$ cat src/rtl/wave_recorder.sv
`timescale 1ns / 1ps
// -----------------------------------------------------------------------------
// wave_recorder
//
// Captures audio samples from a left-justified codec ADC serial stream and
// writes them, one 16-bit word per frame, into one of four wave slots of a
// dual-port RAM through dpram_ctrl (wr strobe out, done pulse back).
//
// Ports
//   clk_50    in   system clock, rising edge
//   daclrck   in   asynchronous active-high reset
//   bclk      in   codec bit clock (asynchronous to clk_50)
//   adclrck   in   codec LR clock, high = left-channel frame
//   adcdat    in   codec serial data, MSB first, left-justified
//   rec_en    in   level-sensitive record request
//   wave_sel  in   target slot, latched when recording starts
//   done      in   one-cycle write-complete pulse from dpram_ctrl
//   addr      out  RAM address {slot, pos}
//   din       out  RAM write data, byte-swapped sample
//   wr        out  one-cycle write strobe
//   busy      out  high outside IDLE and FULL
//   full      out  slot completely written
//   overrun   out  sticky, a frame arrived while a write was pending
//
// Build option
//   REC_MONO_MIX_EN  when defined, the left and right words of each frame are
//                    captured and the signed average (L+R)>>>1 is written;
//                    otherwise only the left word is captured.
// -----------------------------------------------------------------------------
module wave_recorder #(
  parameter int POS_W    = 13,
  parameter int SAMPLE_W = 16
) (
  input  logic                  clk_50,
  input  logic                  daclrck,
  input  logic                  bclk,
  input  logic                  adclrck,
  input  logic                  adcdat,
  input  logic                  rec_en,
  input  logic [1:0]            wave_sel,
  input  logic                  done,
  output logic [POS_W+1:0]      addr,
  output logic [SAMPLE_W-1:0]   din,
  output logic                  wr,
  output logic                  busy,
  output logic                  full,
  output logic                  overrun
);

  localparam int CNT_W = $clog2(SAMPLE_W);
  localparam logic [CNT_W-1:0] LAST_BIT = CNT_W'(SAMPLE_W - 1);

  typedef enum logic [2:0] {
    IDLE      = 3'd0,
    ARM       = 3'd1,
    SHIFT     = 3'd2,
    WRITE     = 3'd3,
    WAIT_DONE = 3'd4,
    FULL      = 3'd5
  } state_t;

  state_t state_q, state_d;

  // Synchronisers; the third bclk/adclrck stage is only the edge-detect history
  logic bclk_s1_q, bclk_s2_q, bclk_s3_q;
  logic lrck_s1_q, lrck_s2_q, lrck_s3_q;
  logic dat_s1_q, dat_s2_q;
  logic bclk_rise, lrck_rise;

  logic [SAMPLE_W-1:0] shift_q, shift_d;
  logic [CNT_W-1:0]    bitcnt_q, bitcnt_d;
  logic [POS_W-1:0]    pos_q, pos_d;
  logic [1:0]          slot_q, slot_d;
  logic [POS_W+1:0]    addr_q, addr_d;
  logic [SAMPLE_W-1:0] din_q, din_d;
  logic                ovr_q, ovr_d;
  logic [SAMPLE_W-1:0] new_word;
  logic                word_done;

`ifdef REC_MONO_MIX_EN
  localparam logic [1:0] PH_LEFT  = 2'd0;
  localparam logic [1:0] PH_GAP   = 2'd1;
  localparam logic [1:0] PH_RIGHT = 2'd2;
  logic [1:0]          phase_q, phase_d;
  logic [SAMPLE_W-1:0] left_q, left_d;
  logic                lrck_fall;

  // Signed average in SAMPLE_W+1 bits so L+R cannot overflow, then truncated
  function automatic logic [SAMPLE_W-1:0] mix_avg(input logic signed [SAMPLE_W-1:0] l,
                                                  input logic signed [SAMPLE_W-1:0] r);
    logic signed [SAMPLE_W:0] sum;
    sum = {l[SAMPLE_W-1], l} + {r[SAMPLE_W-1], r};
    return SAMPLE_W'(sum >>> 1);
  endfunction
`endif

  // RAM expects little-endian words
  function automatic logic [SAMPLE_W-1:0] byte_swap(input logic [SAMPLE_W-1:0] s);
    return {s[SAMPLE_W/2-1:0], s[SAMPLE_W-1:SAMPLE_W/2]};
  endfunction

  // ---- stage: codec input synchronisation ----
  always_ff @(posedge clk_50 or posedge daclrck) begin
    if (daclrck) begin
      bclk_s1_q <= 1'b0;
      bclk_s2_q <= 1'b0;
      bclk_s3_q <= 1'b0;
      lrck_s1_q <= 1'b0;
      lrck_s2_q <= 1'b0;
      lrck_s3_q <= 1'b0;
      dat_s1_q  <= 1'b0;
      dat_s2_q  <= 1'b0;
    end else begin
      bclk_s1_q <= bclk;
      bclk_s2_q <= bclk_s1_q;
      bclk_s3_q <= bclk_s2_q;
      lrck_s1_q <= adclrck;
      lrck_s2_q <= lrck_s1_q;
      lrck_s3_q <= lrck_s2_q;
      dat_s1_q  <= adcdat;
      dat_s2_q  <= dat_s1_q;
    end
  end

  assign bclk_rise = bclk_s2_q & ~bclk_s3_q;
  assign lrck_rise = lrck_s2_q & ~lrck_s3_q;
`ifdef REC_MONO_MIX_EN
  assign lrck_fall = ~lrck_s2_q & lrck_s3_q;
`endif

  // adcdat shares the bclk synchroniser depth, so dat_s2_q is the bit that
  // belongs to the bclk edge seen this cycle
  assign new_word = SAMPLE_W'({shift_q, dat_s2_q});

`ifdef REC_MONO_MIX_EN
  assign word_done = (state_q == SHIFT) && bclk_rise && (bitcnt_q == LAST_BIT) &&
                     (phase_q == PH_RIGHT);
`else
  assign word_done = (state_q == SHIFT) && bclk_rise && (bitcnt_q == LAST_BIT);
`endif

  // ---- stage: FSM state register ----
  always_ff @(posedge clk_50 or posedge daclrck) begin
    if (daclrck) state_q <= IDLE;
    else         state_q <= state_d;
  end

  // FSM next state
  always_comb begin
    state_d = state_q;
    unique case (state_q)
      IDLE:      if (rec_en) state_d = ARM;
      ARM: begin
        if (!rec_en)        state_d = IDLE;
        else if (lrck_rise) state_d = SHIFT;
      end
      SHIFT: begin
        if (!rec_en)        state_d = IDLE;
        else if (word_done) state_d = WRITE;
      end
      WRITE:     state_d = WAIT_DONE;
      WAIT_DONE: begin
        if (done) begin
          if (pos_q == '1)  state_d = FULL;
          else if (rec_en)  state_d = ARM;
          else              state_d = IDLE;
        end
      end
      FULL:      if (!rec_en) state_d = IDLE;
      default:   state_d = IDLE;
    endcase
  end

  // FSM outputs
  always_comb begin
    wr   = (state_q == WRITE);
    busy = (state_q != IDLE) && (state_q != FULL);
    full = (state_q == FULL);
  end

  // Datapath next state
  always_comb begin
    shift_d  = shift_q;
    bitcnt_d = bitcnt_q;
    pos_d    = pos_q;
    slot_d   = slot_q;
    addr_d   = addr_q;
    din_d    = din_q;
    ovr_d    = ovr_q;
`ifdef REC_MONO_MIX_EN
    phase_d  = phase_q;
    left_d   = left_q;
`endif
    unique case (state_q)
      IDLE: begin
        if (rec_en) begin
          slot_d = wave_sel;
          pos_d  = '0;
          ovr_d  = 1'b0;
        end
      end
      ARM: begin
        if (rec_en && lrck_rise) begin
          bitcnt_d = '0;
`ifdef REC_MONO_MIX_EN
          phase_d  = PH_LEFT;
`endif
        end
      end
      SHIFT: begin
        if (rec_en) begin
`ifdef REC_MONO_MIX_EN
          // Bits between the end of the left word and the LR fall are padding
          if (phase_q == PH_GAP) begin
            if (lrck_fall) begin
              bitcnt_d = '0;
              phase_d  = PH_RIGHT;
            end
          end else if (bclk_rise) begin
            shift_d  = new_word;
            bitcnt_d = bitcnt_q + CNT_W'(1);
            if ((bitcnt_q == LAST_BIT) && (phase_q == PH_LEFT)) begin
              left_d  = new_word;
              phase_d = PH_GAP;
            end
          end
          if (word_done) begin
            addr_d = {slot_q, pos_q};
            din_d  = byte_swap(mix_avg(left_q, new_word));
          end
`else
          if (bclk_rise) begin
            shift_d  = new_word;
            bitcnt_d = bitcnt_q + CNT_W'(1);
          end
          if (word_done) begin
            addr_d = {slot_q, pos_q};
            din_d  = byte_swap(new_word);
          end
`endif
        end
      end
      WRITE: begin
        if (lrck_rise) ovr_d = 1'b1;
      end
      WAIT_DONE: begin
        // A frame starting while the write is pending is dropped, not queued
        if (lrck_rise) ovr_d = 1'b1;
        if (done)      pos_d = pos_q + POS_W'(1);
      end
      default: ;
    endcase
  end

  // ---- stage: datapath registers ----
  always_ff @(posedge clk_50 or posedge daclrck) begin
    if (daclrck) begin
      shift_q  <= '0;
      bitcnt_q <= '0;
      pos_q    <= '0;
      slot_q   <= '0;
      addr_q   <= '0;
      din_q    <= '0;
      ovr_q    <= 1'b0;
`ifdef REC_MONO_MIX_EN
      phase_q  <= PH_LEFT;
      left_q   <= '0;
`endif
    end else begin
      shift_q  <= shift_d;
      bitcnt_q <= bitcnt_d;
      pos_q    <= pos_d;
      slot_q   <= slot_d;
      addr_q   <= addr_d;
      din_q    <= din_d;
      ovr_q    <= ovr_d;
`ifdef REC_MONO_MIX_EN
      phase_q  <= phase_d;
      left_q   <= left_d;
`endif
    end
  end

  assign addr    = addr_q;
  assign din     = din_q;
  assign overrun = ovr_q;

endmodule

$ cat config.mk
export PLATFORM = sky130hd
export DESIGN_NAME = wave_recorder
export DESIGN_NICKNAME = d
export VERILOG_FILES = /design/src/rtl/wave_recorder.sv
export SDC_FILE = /design/constraint.sdc
export NUM_CORES = 1
export LEC_CHECK = 0
export CORE_UTILIZATION = 61
export CTS_BUF_LIST = sky130_fd_sc_hd__clkbuf_8
export CTS_CLUSTER_SIZE = 16
export DETAILED_ROUTE_END_ITERATION = 10
export HOLD_SLACK_MARGIN = 0.15
export PLACE_DENSITY = 0.87
export RECOVER_POWER = 100
export SYNTH_ARGS = -nofsm -noshare
export SYNTH_HDL_FRONTEND = slang
export SYNTH_SLANG_ARGS = --single-unit
$ cat constraint.sdc
create_clock -name clk_50 -period 3.5 [get_ports clk_50]
set_input_delay 0.525 -clock clk_50 [delete_from_list [all_inputs] [get_ports clk_50]]
set_output_delay 0.525 -clock clk_50 [all_outputs]
set_load 0.01 [all_outputs]
==> reports/metrics.cfg, run 1 <==
[global_route]
grt_pass1_wl_um = 10500
busiest_layer = met2

[worst_setup_path]
r2r_start = state_q[2]
timing.critical_path.to_type = flip-flop
cp-endpoint = addr[4]

[detailed_routing]
dr.pass1.iters = 4
dr_wl_met2_um = 3080

[layout]
layout_top_cells = dfrtp_1, dlygate4sd3_1, mux2_1
fin_nets = 301
comb_area_share_pct = 30.8
clockNetworkAreaShare_pct = 6.31
diodes = 0
nClkBuffers = 10
area_growth_pct = 17.5

[yosys]
fa_ha_area_share_pct = 1.04
edf_count = 0
syn_inst = 244
ys_ff = 77

[floorplan]
die-height_um = 76.2
dieArea_um2 = 5810

[timing]
holdWs_ps = 347
fin_crit_sh_pct = 71.6
period_needed_ps = 2510

[hold_path]
min_from = bclk_s1_q

[clock_network]
cts_sinks = 77
hold_buffers = 0
ctsResizeCount = 0

[status]
status = complete, no violations

## run 1: cells in the mapped netlist, drive strengths merged, types with 5 or more instances
cell	n
dfrtp	77
mux2	50
nor2	18
buf	12
o21ai	9
nand2	8
nand3	7
xnor2	7
nand4	5
nor4	5
## run 1: worst max-delay path: cells and delay by family
kind / cells / cell delay, ps
simple gates: 2 / 1070
buf+inv: 1 / 660
mux: 1 / 450
## run 1: where the power goes
| group | internal [mW] | total [mW] | switching [mW] |
|---|---|---|---|
| sequential | 0.933 | 0.994 | 0.0616 |
| clock | 0.493 | 0.813 | 0.320 |
| combinational | 0.107 | 0.245 | 0.139 |
run_1/congestion_map.png
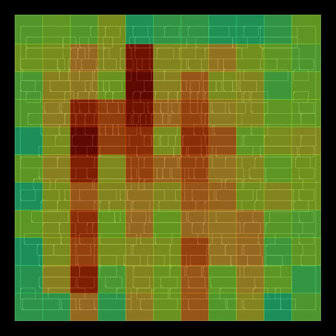
GRT Total Usage: 23.8%
met2 global-route usage: 38.6%

run_1/m4.png
Drawn at 6 px/um. Supply wires on this layer in gray.
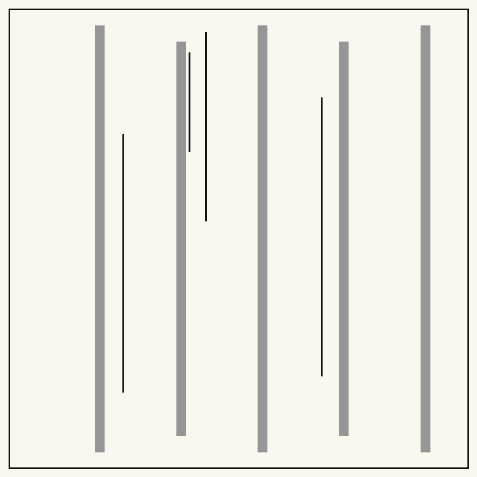
wire length on this layer	137 um
main direction	vertical
longest straight run	46.2 um
share of all routed wire	2.3%

run_1/gates.png
Drawn at 8 px/um.
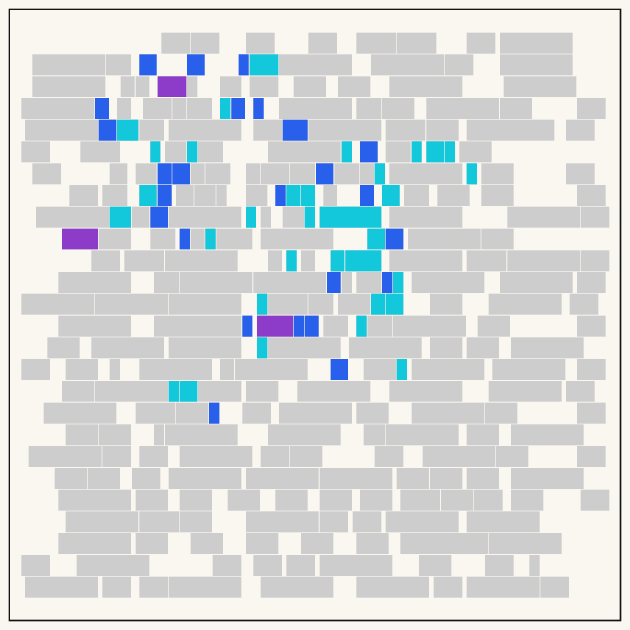
color	family	cells
cyan	nor cells	33
purple	fa/ha/maj cells	3
blue	nand cells	25

## Run 2: what changed since run 1
--- a/config.mk
+++ b/config.mk
@@ -5,12 +5,12 @@
 export SDC_FILE = /design/constraint.sdc
 export NUM_CORES = 1
 export LEC_CHECK = 0
-export CORE_UTILIZATION = 61
+export CORE_UTILIZATION = 51
 export CTS_BUF_LIST = sky130_fd_sc_hd__clkbuf_8
 export CTS_CLUSTER_SIZE = 16
 export DETAILED_ROUTE_END_ITERATION = 10
 export HOLD_SLACK_MARGIN = 0.15
-export PLACE_DENSITY = 0.87
+export PLACE_DENSITY = 0.78
 export RECOVER_POWER = 100
 export SYNTH_ARGS = -nofsm -noshare
 export SYNTH_HDL_FRONTEND = slang
==> constraint.sdc (replaced) <==
create_clock -name clk_50 -period 2.2 [get_ports clk_50]
set_input_delay 0.33 -clock clk_50 [delete_from_list [all_inputs] [get_ports clk_50]]
set_output_delay 0.33 -clock clk_50 [all_outputs]
set_load 0.01 [all_outputs]
==> reports/metrics.cfg, run 2 <==
[power]
p_clk_mw = 1.03  ; +27%
p_comb_share_pct = 15.3  ; +3.3 points
p_int_mw = 2.23  ; +46%
p_seq_share_pct = 50.9  ; +2.5 points
net-switching-power_uw = 799  ; +53%
p_sw_share_pct = 26.3  ; +0.98 points
clkPwrFrac_pct = 33.9  ; -5.7 points

[layout]
clockNetworkAreaShare_pct = 4.85  ; -1.5 points
nClkBuffers = 10  ; unchanged
diodes = 0  ; unchanged
layout_top_cells = dfrtp_1, dlygate4sd3_1, mux2_1
fin_nets = 309  ; +2.7%
comb_area_share_pct = 30.7  ; -0.078 points

[global_route]
grt_pass1_wl_um = 10100  ; -3.2%
met2_usage_pct = 28.5  ; -10 points

[yosys]
common_cells = dfrtp_1, mux2_4, mux2_2, nor2_1, o21ai_0
fa_ha_area_share_pct = 1.04  ; unchanged
post-synth-top-count-cell = dfrtp_1
syn_inst = 244  ; unchanged
ys_ff = 77  ; unchanged
edf_count = 0  ; unchanged

[clock_network]
cts_sinks = 77  ; unchanged
ctsResizeCount = 0  ; unchanged
hold_buffers = 0  ; unchanged

[timing]
fin_crit_sh_pct = 95.1
period_needed_ps = 2090
holdWs_ps = 353  ; +5.91 ps

[worst_setup_path]
crit_family = buffers and inverters
cp-endpoint = busy
path_buffers = 2  ; +1
crit_cells = 4  ; unchanged

[floorplan]
die-height_um = 83.2  ; +9.1%
dieArea_um2 = 6920  ; +19%

[detailed_routing]
dr_wl_met2_um = 2680  ; -13%
dr.pass1.iters = 4  ; unchanged

[status]
status = complete, no violations

-- run 2: netlist changes by cell type in the layout (fill, tap and decap cells not counted), sizes merged --
cell | previous run | this run
clkbuf | 13 | 15
clkdlybuf4s50 | 3 | 5
buf | 2 | 8
dlygate4sd3 | 40 | 38
clkinvlp | 0 | 2
bufinv | 3 | 1
-- run 2: per-stage QoR --
| stage | setup WS [ps] | cell area [um2] | utilization [%] |
|---|---|---|---|
| finish | 107 | 3970 | 62.6 |
| global route | 23.6 | 3970 | 62.6 |
| CTS | 99.2 | 4130 | 65.0 |
| detailed placement | 77.8 | 3940 | 62.0 |
| global placement | 114 | 3940 | 62.0 |
| floorplan | 495 | 3360 | - |
run_2/route_heat.png
Drawn at 4 px/um. 17 x 17 tiles, from white (low) to dark blue (high), scaled to the fullest tile. Values are wire area over tile area, all layers added.
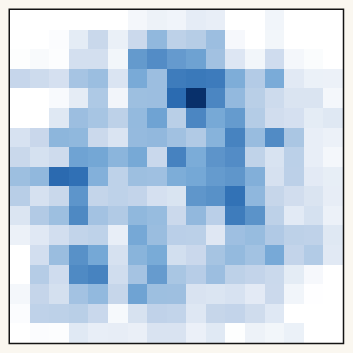
emptiest ninth of the die	top left
fullest tile	0.49
mean over tiles	0.13
nearly empty tiles	14%

run_2/congestion_map.png
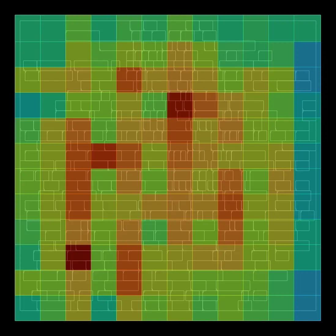
GRT Total Usage: 18.5%
met1 Resource Use GR: 25.0%
GRT Max-Usage Layer: met2

Power and IR drop assume default switching activity.
